Figure 1. Cell placement (run 1).
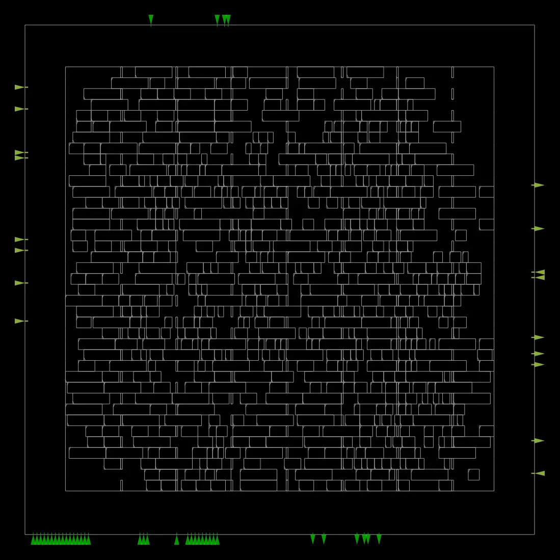
Figure 2. Pin placement (run 1).
Pins as bars across the die edge, other pins in grey.
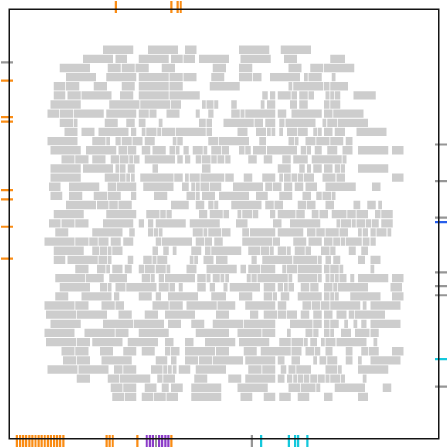
Figure 3. Wires at chosen ports, followed through buffers (run 1).
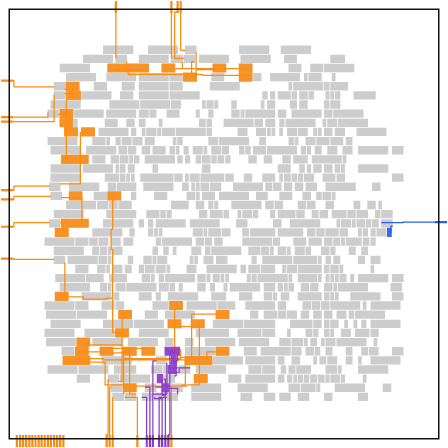
===== src/rtl/sweep_scheduler_pkg.sv =====
// Shared definitions for the fast-square sweep sequencer: state encoding,
// settings-bus register offsets and CTRL bit positions.
package sweep_scheduler_pkg;

  typedef enum logic [2:0] {
    S_IDLE   = 3'd0,
    S_RST    = 3'd1,
    S_SETTLE = 3'd2,
    S_RECORD = 3'd3,
    S_NEXT   = 3'd4,
    S_STEP   = 3'd5,
    S_DONE   = 3'd6
  } state_t;

  localparam logic [1:0] OFF_CTRL   = 2'd0;
  localparam logic [1:0] OFF_STEPS  = 2'd1;
  localparam logic [1:0] OFF_SETTLE = 2'd2;
  localparam logic [1:0] OFF_RECORD = 2'd3;

  localparam int CTRL_EN   = 0;
  localparam int CTRL_CONT = 1;

  // Zero-length windows are meaningless; treat 0 as 1.
  function automatic logic [15:0] clamp1(input logic [15:0] v);
    return (v == 16'd0) ? 16'd1 : v;
  endfunction

endpackage


===== src/rtl/sweep_regs.sv =====
// Settings-bus decode and the four sweep configuration registers
// (CTRL, STEPS, SETTLE, RECORD) starting at BASE_ADDR.
module sweep_regs
  import sweep_scheduler_pkg::*;
#(
  parameter logic [6:0] BASE_ADDR      = 7'd64,
  parameter int         MAX_STEPS_LOG2 = 6
) (
  input  logic                      clk64,
  input  logic                      reset_n,
  input  logic                      serial_strobe,
  input  logic [6:0]                serial_addr,
  input  logic [31:0]               serial_data,
  output logic                      enable,
  output logic                      continuous,
  output logic [MAX_STEPS_LOG2-1:0] num_steps,
  output logic [15:0]               settle_ticks,
  output logic [15:0]               record_ticks
);

  logic [6:0] off;
  logic       hit;
  logic       unused_data;

  assign off         = serial_addr - BASE_ADDR;
  assign hit         = serial_strobe && (off[6:2] == 5'd0);
  assign unused_data = ^serial_data[31:16];

  always_ff @(posedge clk64 or negedge reset_n) begin
    if (!reset_n) begin
      enable       <= 1'b0;
      continuous   <= 1'b0;
      num_steps    <= '0;
      settle_ticks <= 16'd0;
      record_ticks <= 16'd0;
    end else if (hit) begin
      case (off[1:0])
        OFF_CTRL: begin
          enable     <= serial_data[CTRL_EN];
          continuous <= serial_data[CTRL_CONT];
        end
        OFF_STEPS:  num_steps    <= serial_data[MAX_STEPS_LOG2-1:0];
        OFF_SETTLE: settle_ticks <= serial_data[15:0];
        OFF_RECORD: record_ticks <= serial_data[15:0];
        default: ;
      endcase
    end
  end

endmodule


===== src/rtl/sweep_scheduler.sv =====
// Frequency-sweep sequencer: steps the synthesizer and strobes reset/record/
// next into the fast_square_bb instances, one settle+record window per step.
module sweep_scheduler
  import sweep_scheduler_pkg::*;
#(
  parameter logic [6:0] BASE_ADDR      = 7'd64,
  parameter int         STEP_PULSE     = 4,
  parameter int         MAX_STEPS_LOG2 = 6
) (
  input  logic                      clk64,
  input  logic                      reset_n,
  input  logic                      serial_strobe,
  input  logic [6:0]                serial_addr,
  input  logic [31:0]               serial_data,
  input  logic                      arm,
  input  logic                      sweep_restart,
  output logic                      freq_step,
  output logic                      rx_reset,
  output logic                      rx_record,
  output logic                      rx_next,
  output logic [MAX_STEPS_LOG2-1:0] step_index,
  output logic                      sweep_done,
  output logic                      busy
);

  logic                      enable, continuous;
  logic [MAX_STEPS_LOG2-1:0] num_steps;
  logic [15:0]               settle_ticks, record_ticks;

  sweep_regs #(
    .BASE_ADDR      (BASE_ADDR),
    .MAX_STEPS_LOG2 (MAX_STEPS_LOG2)
  ) u_regs (
    .clk64         (clk64),
    .reset_n       (reset_n),
    .serial_strobe (serial_strobe),
    .serial_addr   (serial_addr),
    .serial_data   (serial_data),
    .enable        (enable),
    .continuous    (continuous),
    .num_steps     (num_steps),
    .settle_ticks  (settle_ticks),
    .record_ticks  (record_ticks)
  );

  state_t                    state, nxt;
  logic [15:0]               cnt;
  logic [MAX_STEPS_LOG2-1:0] sh_steps, last_idx;
  logic [15:0]               sh_settle, sh_record;
  logic                      last_step;

  // num_steps of 0 runs a single step, so its last index is also 0.
  assign last_idx  = (sh_steps == '0) ? '0 : sh_steps - 1'b1;
  assign last_step = (step_index == last_idx);

  always_comb begin
    nxt = state;
    if (state != S_IDLE && !enable)             nxt = S_IDLE;
    else if (state != S_IDLE && sweep_restart)  nxt = S_RST;
    else begin
      case (state)
        S_IDLE:   if (enable && arm) nxt = S_RST;
        S_RST:    nxt = S_SETTLE;
        S_SETTLE: if (cnt == 16'd0) nxt = S_RECORD;
        S_RECORD: if (cnt == 16'd0) nxt = S_NEXT;
        S_NEXT:   nxt = last_step ? S_DONE : S_STEP;
        S_STEP:   if (cnt == 16'd0) nxt = S_SETTLE;
        S_DONE:   nxt = continuous ? S_RST : S_IDLE;
        default:  nxt = S_IDLE;
      endcase
    end
  end

  // Strobes are registered from the next state, so each one is high exactly
  // for the cycles the FSM spends in its state.
  always_ff @(posedge clk64 or negedge reset_n) begin
    if (!reset_n) begin
      state      <= S_IDLE;
      cnt        <= 16'd0;
      sh_steps   <= '0;
      sh_settle  <= 16'd0;
      sh_record  <= 16'd0;
      step_index <= '0;
      freq_step  <= 1'b0;
      rx_reset   <= 1'b0;
      rx_record  <= 1'b0;
      rx_next    <= 1'b0;
      sweep_done <= 1'b0;
      busy       <= 1'b0;
    end else begin
      state      <= nxt;
      rx_reset   <= (nxt == S_RST);
      rx_record  <= (nxt == S_RECORD);
      rx_next    <= (nxt == S_NEXT);
      freq_step  <= (nxt == S_STEP);
      sweep_done <= (nxt == S_DONE);
      busy       <= (nxt != S_IDLE);
      case (nxt)
        S_RST: begin
          step_index <= '0;
          sh_steps   <= num_steps;
          sh_settle  <= settle_ticks;
          sh_record  <= record_ticks;
          cnt        <= settle_ticks;
        end
        S_SETTLE:
          cnt <= (state == S_SETTLE) ? cnt - 16'd1 : sh_settle;
        S_RECORD:
          cnt <= (state == S_RECORD) ? cnt - 16'd1 : clamp1(sh_record) - 16'd1;
        S_STEP: begin
          cnt <= (state == S_STEP) ? cnt - 16'd1 : 16'(STEP_PULSE - 1);
          if (state == S_NEXT) step_index <= step_index + 1'b1;
        end
        default: ;
      endcase
    end
  end

endmodule


===== config.mk =====
export PLATFORM = sky130hd
export DESIGN_NAME = sweep_scheduler
export DESIGN_NICKNAME = d
export VERILOG_FILES = /design/src/rtl/sweep_scheduler_pkg.sv /design/src/rtl/sweep_regs.sv /design/src/rtl/sweep_scheduler.sv
export SDC_FILE = /design/constraint.sdc
export NUM_CORES = 1
export LEC_CHECK = 0
export ABC_CLOCK_PERIOD_IN_PS = 3200
export CORE_MARGIN = 10
export CORE_UTILIZATION = 51
export CTS_CLUSTER_SIZE = 8
export DETAILED_ROUTE_END_ITERATION = 7
export PLACE_DENSITY_LB_ADDON = 0.2
export SETUP_SLACK_MARGIN = 0.5
export SLEW_MARGIN = 20
export SYNTH_ARGS = -nofsm -noshare
export SYNTH_HDL_FRONTEND = slang
export SYNTH_SLANG_ARGS = --single-unit
export TNS_END_PERCENT = 10

===== constraint.sdc =====
create_clock -name clk64 -period 3.2 [get_ports clk64]
set_input_delay 0.48 -clock clk64 [delete_from_list [all_inputs] [get_ports clk64]]
set_output_delay 0.48 -clock clk64 [all_outputs]
set_load 0.01 [all_outputs]

==> results_slide.txt, run 1 <==
Flow Results at a Glance

Global route
  – Vias in the first global route: 4898
  – M3 GR Usage: 0.04715
  – GRT Residual Overflow: 0
  – Total track usage: 0.2048
  – Largest net degree at the start of global routing: 54
  – Met1 usage: 0.2775
  – Initial antenna violation count: 0

Power and ir drop
  – Power share of the combinational group: 0.577
  – Largest Pwr Group: combinational logic
  – Sequential share of power: 0.279
  – Tot Pwr: 7.497 mW
  – Internal power: 4.480 mW
  – Net Sw Power: 3.016 mW
  – Comb power: 4.33 mW
  – P_clk: 1.08 mW

Critical path
  – Crit start category: flip-flop
  – Slowest-stage cell, CP: or4_4
  – Crit Path Class: reg2reg
  – Delay-heaviest family, CP: simple AND/OR/NAND/NOR gates
  – CP max FO: 8
  – CP arrival: 3360 ps
  – Most common cell on crit path: buf_12

Logic synthesis
  – Ys Warns: 0
  – Ao+oa area frac: 0.1254
  – Mux share: 0.1671
  – Syn avg cell area: 10.55 µm²
  – Yosys Chip Area: 5886 µm²
  – Post-Synth XOR/XNOR Area: 0.04464
  – Ys cells: 558
  – Ys async rst share: 1.000
  – Synth Seq Share: 0.4634
  – Ys flop type: dfrtp_1
  – Yosys cell types: 64

Final timing
  – Slew Viols, Final: 0
  – Final period utilization: 0.9753
  – Maximum clock frequency: 320.4 MHz
  – Relative slew margins: 0.4103
  – Min Tclk post-route: 3121 ps
  – RSZ-0062 raised after global routing: yes

Detailed routing
  – Routed wire length: 16280 µm
  – Met3 Routed Length: 1136 µm
  – Vias/cell: 6.028
  – DR WL/cell: 20.15 µm
  – DRC: 0
  – Drt first-iter violations: 439
  – WL met2: 7602 µm

Clock tree
  – CTS tree: yes
  – CTS Root Cell: clkbuf_16
  – Max H-tree Level: 3
  – CTS buffer count: 9
  – Cts hold-fix bufs: 0

Placed design
  – Pre-CTS setup slack: -67.58 ps
  – Post-DP HPWL: 11700 µm

Cells and area
  – Area grow syn2layout: 25.81%
  – Post-route cell area: 7405 µm²
  – N_diodes: 0
  – Fraction of layout cells with a size suffix above 1: 0.2647
  – Final net count: 709
  – Finished Core Util: 0.6513
  – Most numerous logic cell after layout: dfrtp_1
  – Non-filler cells, final: 808
  – Top cells excl fill/tap: 108 x dfrtp_1, 67 x buf_4, 47 x mux2_2, 45 x nor2_1, 42 x nand2_1

Floorplan
  – Die Y: 127.4 µm
  – Placeable Area: 11370 µm²
  – Fp util: 0.5177
  – I/O pins: 56

Flow run
  – Tool warnings: 46

Outcome
  – Status: completed
-- Figure 1 (at the start) --
FILL cells: 911
Core Rows: 39
Flops: 109

-- Figure 2 (at the start) --
- blue: arm (pins 1; direction input; edge right)
- orange: serial_data (pins 32; direction input; edge 21 bottom, 7 left, 4 top)
- cyan: step_index (pins 6; direction output; edge 5 bottom, 1 right)
- purple: serial_addr (pins 7; direction input; edge bottom)
- all pins by edge: 35 bottom, 9 right, 8 left, 4 top

-- Figure 3 (at the start) --
- purple: serial_addr (direction input; edge bottom; end cells 7; buffers 7; wire 175 µm)
- blue: arm (direction input; edge right; end cells 1; buffers 1; wire 19.1 µm)
- orange: serial_data (direction input; edge 21 bottom, 7 left, 4 top; end cells 40; buffers 16; wire 745 µm)

-- run 1: sequential cells by signal (all words and copies together), names as in the netlist --
| signal | flops |
|---|---|
| sweep_done | 1 |
| state | 3 |
| u_regs.settle_ticks | 16 |
| busy | 1 |
| u_regs.record_ticks | 16 |
| u_regs.num_steps | 6 |
| rx_next | 1 |
| sh_settle | 16 |
| rx_record | 1 |
| cnt | 16 |
| freq_step | 1 |
| sh_steps | 6 |
| rx_reset | 1 |
| u_regs.continuous | 1 |
| sh_record | 16 |
| u_regs.enable | 1 |
| step_index | 6 |
-- run 1: final cells by class --
cell class / count / area, µm² / area share
multi-input combinational: 410 / 3085 / 0.4167
clock buffer: 11 / 242.7 / 0.03278
tap: 143 / 178.9 / 0.02416
sequential: 109 / 2729 / 0.3685
clock inverter: 5 / 41.29 / 0.005576
inverter: 14 / 52.55 / 0.007097
timing repair buffer: 116 / 1075 / 0.1452
-- run 1: final timing paths --
path                                     start  depth (start not counted)                 endpoint  slack, ps
setup / recovery                        cnt[9]                         10             sh_settle[8]         80
hold / removal                         reset_n                          1              sh_steps[1]        160
setup reg to reg                        cnt[9]                         10             sh_settle[8]         80
hold reg to reg            u_regs.num_steps[2]                          1              sh_steps[2]        490
max in group asynchronous              reset_n                          2  u_regs.record_ticks[11]       2250
min in group clk64         u_regs.num_steps[2]                          1              sh_steps[2]        490
-- run 1: cells in the mapped netlist, drive strengths merged (9+ instances only) --
cell type | number | share of area
dfrtp | 109 | 0.46
mux2 | 82 | 0.16
nor2 | 49 | 0.034
nand2 | 42 | 0.027
a21oi | 40 | 0.034
o21ai | 20 | 0.017
nor3 | 19 | 0.018
clkbuf | 17 | 0.011
xnor2 | 16 | 0.024
inv | 14 | 0.0089
xor2 | 14 | 0.021
nor4 | 11 | 0.018
a31oi | 9 | 0.011
Figure 4. Routed metal, one colour a layer (run 1).
Scale bar: 50 µm.
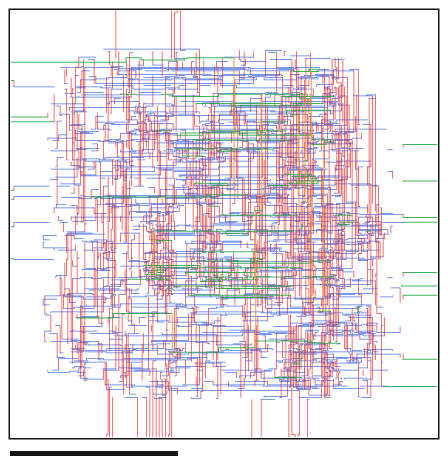

--- run 2 (diff from run 1) ---
- CORE_UTILIZATION: 51 -> 40
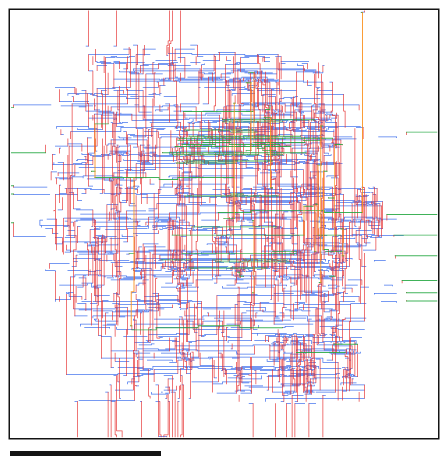
Figure 5: run 2, routed metal, one colour a layer.
Scale bar: 50 µm.
- orange: met4 (wire length 434 µm)
- green: met3 (wire length 1000 µm)
- red: met2 (wire length 7540 µm)
- blue: met1 (wire length 7460 µm)

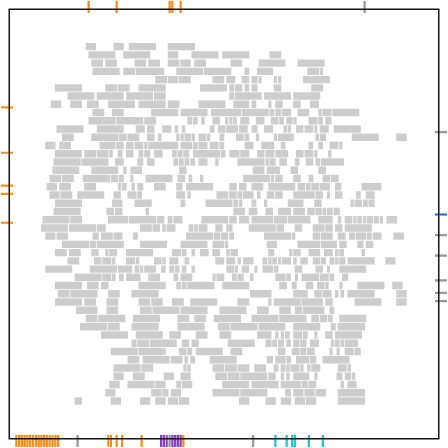
Figure 6: run 2, pin placement.
Pins as bars across the die edge, other pins in grey.
- cyan: step_index (pins 6; direction output; edge bottom)
- blue: arm (pins 1; direction input; edge right)
- orange: serial_data (pins 32; direction input; edge 22 bottom, 5 left, 5 top)
- purple: serial_addr (pins 7; direction input; edge bottom)
- all pins by edge: 38 bottom, 7 right, 6 top, 5 left

==> run 2 against run 1 <==
Net effect: die area is 23% higher; core utilization fell by 13 points; fmax rose by 1.5%; worst setup slack gained 48 ps; critical path type unchanged.
==> results_slide.txt, run 2 <==
Flow Results at a Glance

Critical path
  – Most common cell on crit path: buf_12
  – Worst setup path startpoint: cnt[12]
  – R2R setup slack: 130 ps (+50 ps)
  – Path depth of the worst reg2reg path: 10 (unchanged)
  – CP max FO: 10 (+2)

Global route
  – Largest net degree at the start of global routing: 57 (+5.6%)
  – M3 GR Usage: 0.04105 (-0.006092)
  – Initial antenna violation count: 0 (unchanged)
  – Vias in the first global route: 4758 (-2.9%)
  – Met1 usage: 0.2220 (-0.05550)

Clock tree
  – CTS tree: yes
  – Max H-tree Level: 3 (unchanged)
  – Cts hold-fix bufs: 0 (unchanged)

Outcome
  – Status: completed

Logic synthesis
  – Post-synth top area cell: dfrtp_1
  – Dominant cell area share: 0.4634 (unchanged)
  – Synth Seq Share: 0.4634 (unchanged)
  – Syn avg cell area: 10.55 µm² (unchanged)

Final timing
  – Relative slew margins: 0.5185 (+0.1082)
  – Final period utilization: 0.9604 (-0.01485)
  – Min Tclk post-route: 3073 ps (-47.51 ps)
  – RSZ-0062 raised after global routing: yes
  – Slew Viols, Final: 0 (unchanged)
  – Maximum clock frequency: 325.4 MHz (+1.5%)

Flow run
  – Tool warnings: 46 (unchanged)

Cells and area
  – Top cells excl fill/tap: 108 x dfrtp_1, 71 x buf_4, 47 x mux2_2, 45 x nor2_1, 42 x nand2_1
  – Non-filler cells, final: 852 (+5.4%)
  – Comb gate area: 3148 µm² (+2.0%)
  – Final net count: 713 (+0.56%)
  – Most numerous logic cell after layout: dfrtp_1

Floorplan
  – Placeable Area: 14480 µm² (+27%)
  – Core Rows: 44 (+13%)

Placed design
  – Post-DP HPWL: 11740 µm (+0.35%)

Power and ir drop
  – Tot Pwr: 7.885 mW (+5.2%)

Detailed routing
  – Met3 Routed Length: 1004 µm (-12%)
  – DRC: 0 (unchanged)
[run 2: power breakdown]
group	switching [mW]	internal (mW)
Combinational	2.33	2.39
Sequential	0.306	1.76
Clock	0.502	0.589
[run 2: what timing repair did]
item / 4_1_cts / 5_1_grt
resized: 10 / 34
cloned: 1 / 0
setup buffers: 6 / 13
pin swaps: 4 / 15
endpoints found under the setup margin: 62 / 63
[run 2: how the worst max path moves through the flow]
stage | end | slack, ps | cells past startpoint
final | sh_record[13] | 130 | 10
after global routing | sh_record[12] | 10 | 10
after CTS | sh_record[13] | 120 | 12
after detailed placement | sh_settle[7] | 40 | 9
after global placement | sh_record[12] | 90 | 9
after floorplan | sh_record[10] | 150 | 12
[run 2: stage by stage]
| step | hold WS [ps] | worst slack [ps] | cell area (µm²) |
|---|---|---|---|
| 2_1_floorplan | 184.4 | 147.3 | 5897 |
| 3_3_place_gp | 469.3 | 90.21 | 6874 |
| 3_5_place_dp | 473.2 | 42.42 | 6874 |
| 4_1_cts | 203.6 | 117.7 | 7283 |
| 5_1_grt | 239.9 | 10.41 | 7546 |
| 6_report | 186.7 | 126.6 | 7546 |
[run 2: cell families (layout without fill, tap and decap cells)]
kind of cell	count (synthesis)	in the layout	synth area share
adder cells (fa/ha/maj)	5	5	0.01063
flip-flops	109	109	0.4634
AND/OR/NAND/NOR	172	172	0.1571
AND-OR/OR-AND	115	115	0.1254
buffers and inverters	39	149	0.03167
multiplexers	88	88	0.1671
XOR/XNOR	30	30	0.04464
[run 2: final cells by class]
class,count,area share
clock inverters,3,0.002487
inverters,14,0.006964
multi-input cells,410,0.4172
repair buffers,120,0.1459
well taps,184,0.03051
flip-flops and latches,109,0.3616
clock buffers,12,0.03532
--- run 3 (diff from run 2) ---
- ABC_CLOCK_PERIOD_IN_PS: 3200 -> not set
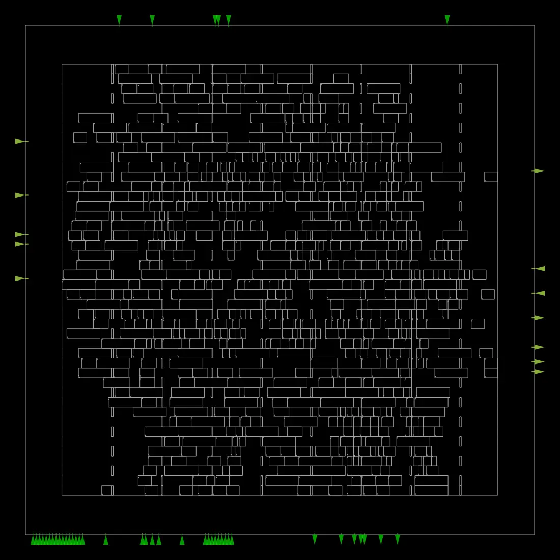
Figure 7: run 3, cell placement.
fraction of area in registers: 0.3616
non-filler cells, final: 852

==> run 3 against run 2 <==
Net effect: via count unchanged; critical path depth unchanged; highest routed layer unchanged; critical endpoint unchanged; die area unchanged; sequential share of layout area unchanged; largest power group unchanged; total power unchanged; combinational power about the same; register-to-register slack about the same; fmax unchanged; sequential power about the same; worst setup slack unchanged; synthesized cell count unchanged.
==> results_slide.txt, run 3 <==
Flow Results at a Glance

Outcome
  – Status: completed

Global route
  – Vias in the first global route: 4758 (unchanged)
  – First-pass GRT wire length: 25930 µm
  – Initial antenna violation count: 0 (unchanged)
  – Largest net degree at the start of global routing: 57 (unchanged)

Logic synthesis
  – Post-synth top area cell: dfrtp_1
  – Syn Nets: 607
  – Synthesized netlist cell count: 558
  – Synth Cell Area: 5886 µm²
  – Largest cells by area: dfrtp_1 46%, mux2_2 9.0%, mux2_1 6.7%
  – Dominant cell area share: 0.4634 (unchanged)
  – Count of library flops with an enable pin: 0
  – Ys Warns: 0
  – Syn avg cell area: 10.55 µm² (unchanged)
  – Yosys cell types: 64
  – Synth Seq Share: 0.4634 (unchanged)
  – Synthesized flop and latch total: 109

Final timing
  – Min Tclk post-route: 3073 ps (unchanged)
  – Setup violations, final: 0
  – Setup tns final: 0 ps
  – Maximum clock frequency: 325.4 MHz (unchanged)
  – Final Hold Viols: 0
  – Layout Skew: 9.203 ps
  – Final period utilization: 0.9604 (unchanged)
  – Hold WS: 186.7 ps (unchanged)
  – Relative slew margins: 0.5185 (unchanged)
  – Slew Viols, Final: 0 (unchanged)
  – RSZ-0062 raised after global routing: yes

Placed design
  – Post-DP HPWL: 11740 µm (unchanged)
  – IO buf count: 39
  – Dpl cell area: 6874 µm² (unchanged)

Power and ir drop
  – Max IR drop VDD: 0.5518 mV
  – Tot Pwr: 7.885 mW (unchanged)
  – P per Cell Area: 1045 nW/µm²

Clock tree
  – Cts hold-fix bufs: 0 (unchanged)
  – CTS tree: yes
  – PostCTS Resize Cnt: 10 (unchanged)
  – Post-CTS setup buffers: 6 (unchanged)
  – Clk pin slew, worst setup/hold paths: 70 ps
  – CTS Root Cell: clkbuf_16
  – Clock Path Buffers: 2
  – Max H-tree Level: 3 (unchanged)

Floorplan
  – Die X-Extent: 141.3 µm
  – Die Y: 141.3 µm
  – Well Taps: 184 (unchanged)
  – Placeable Area: 14480 µm² (unchanged)
  – Core Rows: 44 (unchanged)

Cells and area
  – CLK BUF: 12 (unchanged)
  – Biggest Area Class: combinational gates
  – Post-route cell area: 7546 µm² (unchanged)
  – Logic inverters: 14 (unchanged)
  – Comb/total area: 0.4172 (unchanged)
  – Comb gate area: 3148 µm² (unchanged)
  – FILL cells: 1306
  – Flops: 109 (unchanged)
  – Most numerous logic cell after layout: dfrtp_1
  – Clock network share of area: 0.03780 (unchanged)
  – Non-clk bufs: 120 (unchanged)
  – Flop area: 2729 µm²
  – Area grow syn2layout: 28.21%
  – MI comb cells: 410 (unchanged)
  – Final net count: 713 (unchanged)
  – Layout non-clock buf frac: 0.1459 (unchanged)
  – Top cells excl fill/tap: 108 x dfrtp_1, 71 x buf_4, 47 x mux2_2, 45 x nor2_1, 42 x nand2_1

Critical path
  – Worst path cell trace: or4_4, nor4_4, mux2i_1, a31o_1, a21o_1, or2_4, nor2_8, buf_12, buf_12, mux2_1
  – Delay-heaviest family, CP: simple AND/OR/NAND/NOR gates
  – Slowest-stage cell, CP: or4_4
  – R2R setup slack: 130 ps (about the same)
  – Crit start category: flip-flop
  – Crit Path Class: reg2reg
  – Crit path DRT: 3430 ps
  – CP max FO: 10 (unchanged)
  – Most common cell on crit path: buf_12
  – Buffers & Inverters on Critical Path: 2

Detailed routing
  – DRC: 0 (unchanged)
  – Final ANT Viol Nets: 0
  – Vias/cell: 5.587

Flow run
  – Tool warnings: 46 (unchanged)
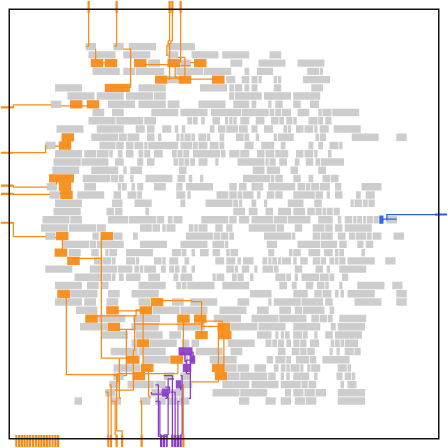
Figure 8: run 3, wires at chosen ports, followed through buffers.
- orange: serial_data (direction input; edge 22 bottom, 5 left, 5 top; end cells 40; buffers 16; wire 764 µm)
- purple: serial_addr (direction input; edge bottom; end cells 7; buffers 7; wire 179 µm)
- blue: arm (direction input; edge right; end cells 1; buffers 1; wire 23.3 µm)

[run 3: cell counts after synthesis]
Identical to the previous run, type by type.
[run 3: logic make-up after synthesis]
kind of cell / after synthesis / share of synthesized area
and+or+nand+nor: 172 / 0.1571
AOI/OAI and AO/OA: 115 / 0.1254
adders and majority gates: 5 / 0.01063
DFF: 109 / 0.4634
xor gates and xnor gates: 30 / 0.04464
buffers and inverters: 39 / 0.03167
muxes: 88 / 0.1671
[run 3: layer usage]
| metal | wire, µm | global-route usage | up-vias | part of all wire |
|---|---|---|---|---|
| met5 | 0 | 0 | - | 0 |
| met4 | 434 | 0.05870 | 0 | 0.026 |
| met3 | 1004 | 0.04105 | 36 | 0.061 |
| met2 | 7540 | 0.2456 | 123 | 0.46 |
| met1 | 7462 | 0.2220 | 2342 | 0.45 |
| li1 | - | - | 2259 | - |
[run 3: worst paths after layout]
| check | start | end | cells past startpoint |
|---|---|---|---|
| max in group asynchronous | reset_n | sh_record[11] | 2 |
| hold reg to reg | u_regs.record_ticks[8] | sh_record[8] | 1 |
| setup reg to reg | cnt[12] | sh_record[13] | 10 |
| hold / removal | reset_n | u_regs.num_steps[5] | 1 |
| setup / recovery | cnt[12] | sh_record[13] | 10 |
| min in group clk64 | u_regs.record_ticks[8] | sh_record[8] | 1 |
[run 3: power breakdown]
part           switching, mW  total (mW)  internal (mW)
registers              0.306        2.07           1.76
logic                   2.33        4.73           2.39
clock network          0.502        1.09          0.589
total                   3.14        7.88           4.74
[run 3: metrics by stage]
stage | setup slack, ps | util
CTS | 117.7 | 0.5030
detailed placement | 42.42 | 0.4748
finish | 126.6 | 0.5212
global route | 10.41 | 0.5212
global placement | 90.21 | 0.4748
floorplan | 147.3 | -
Power is estimated from default activity; no workload was simulated.
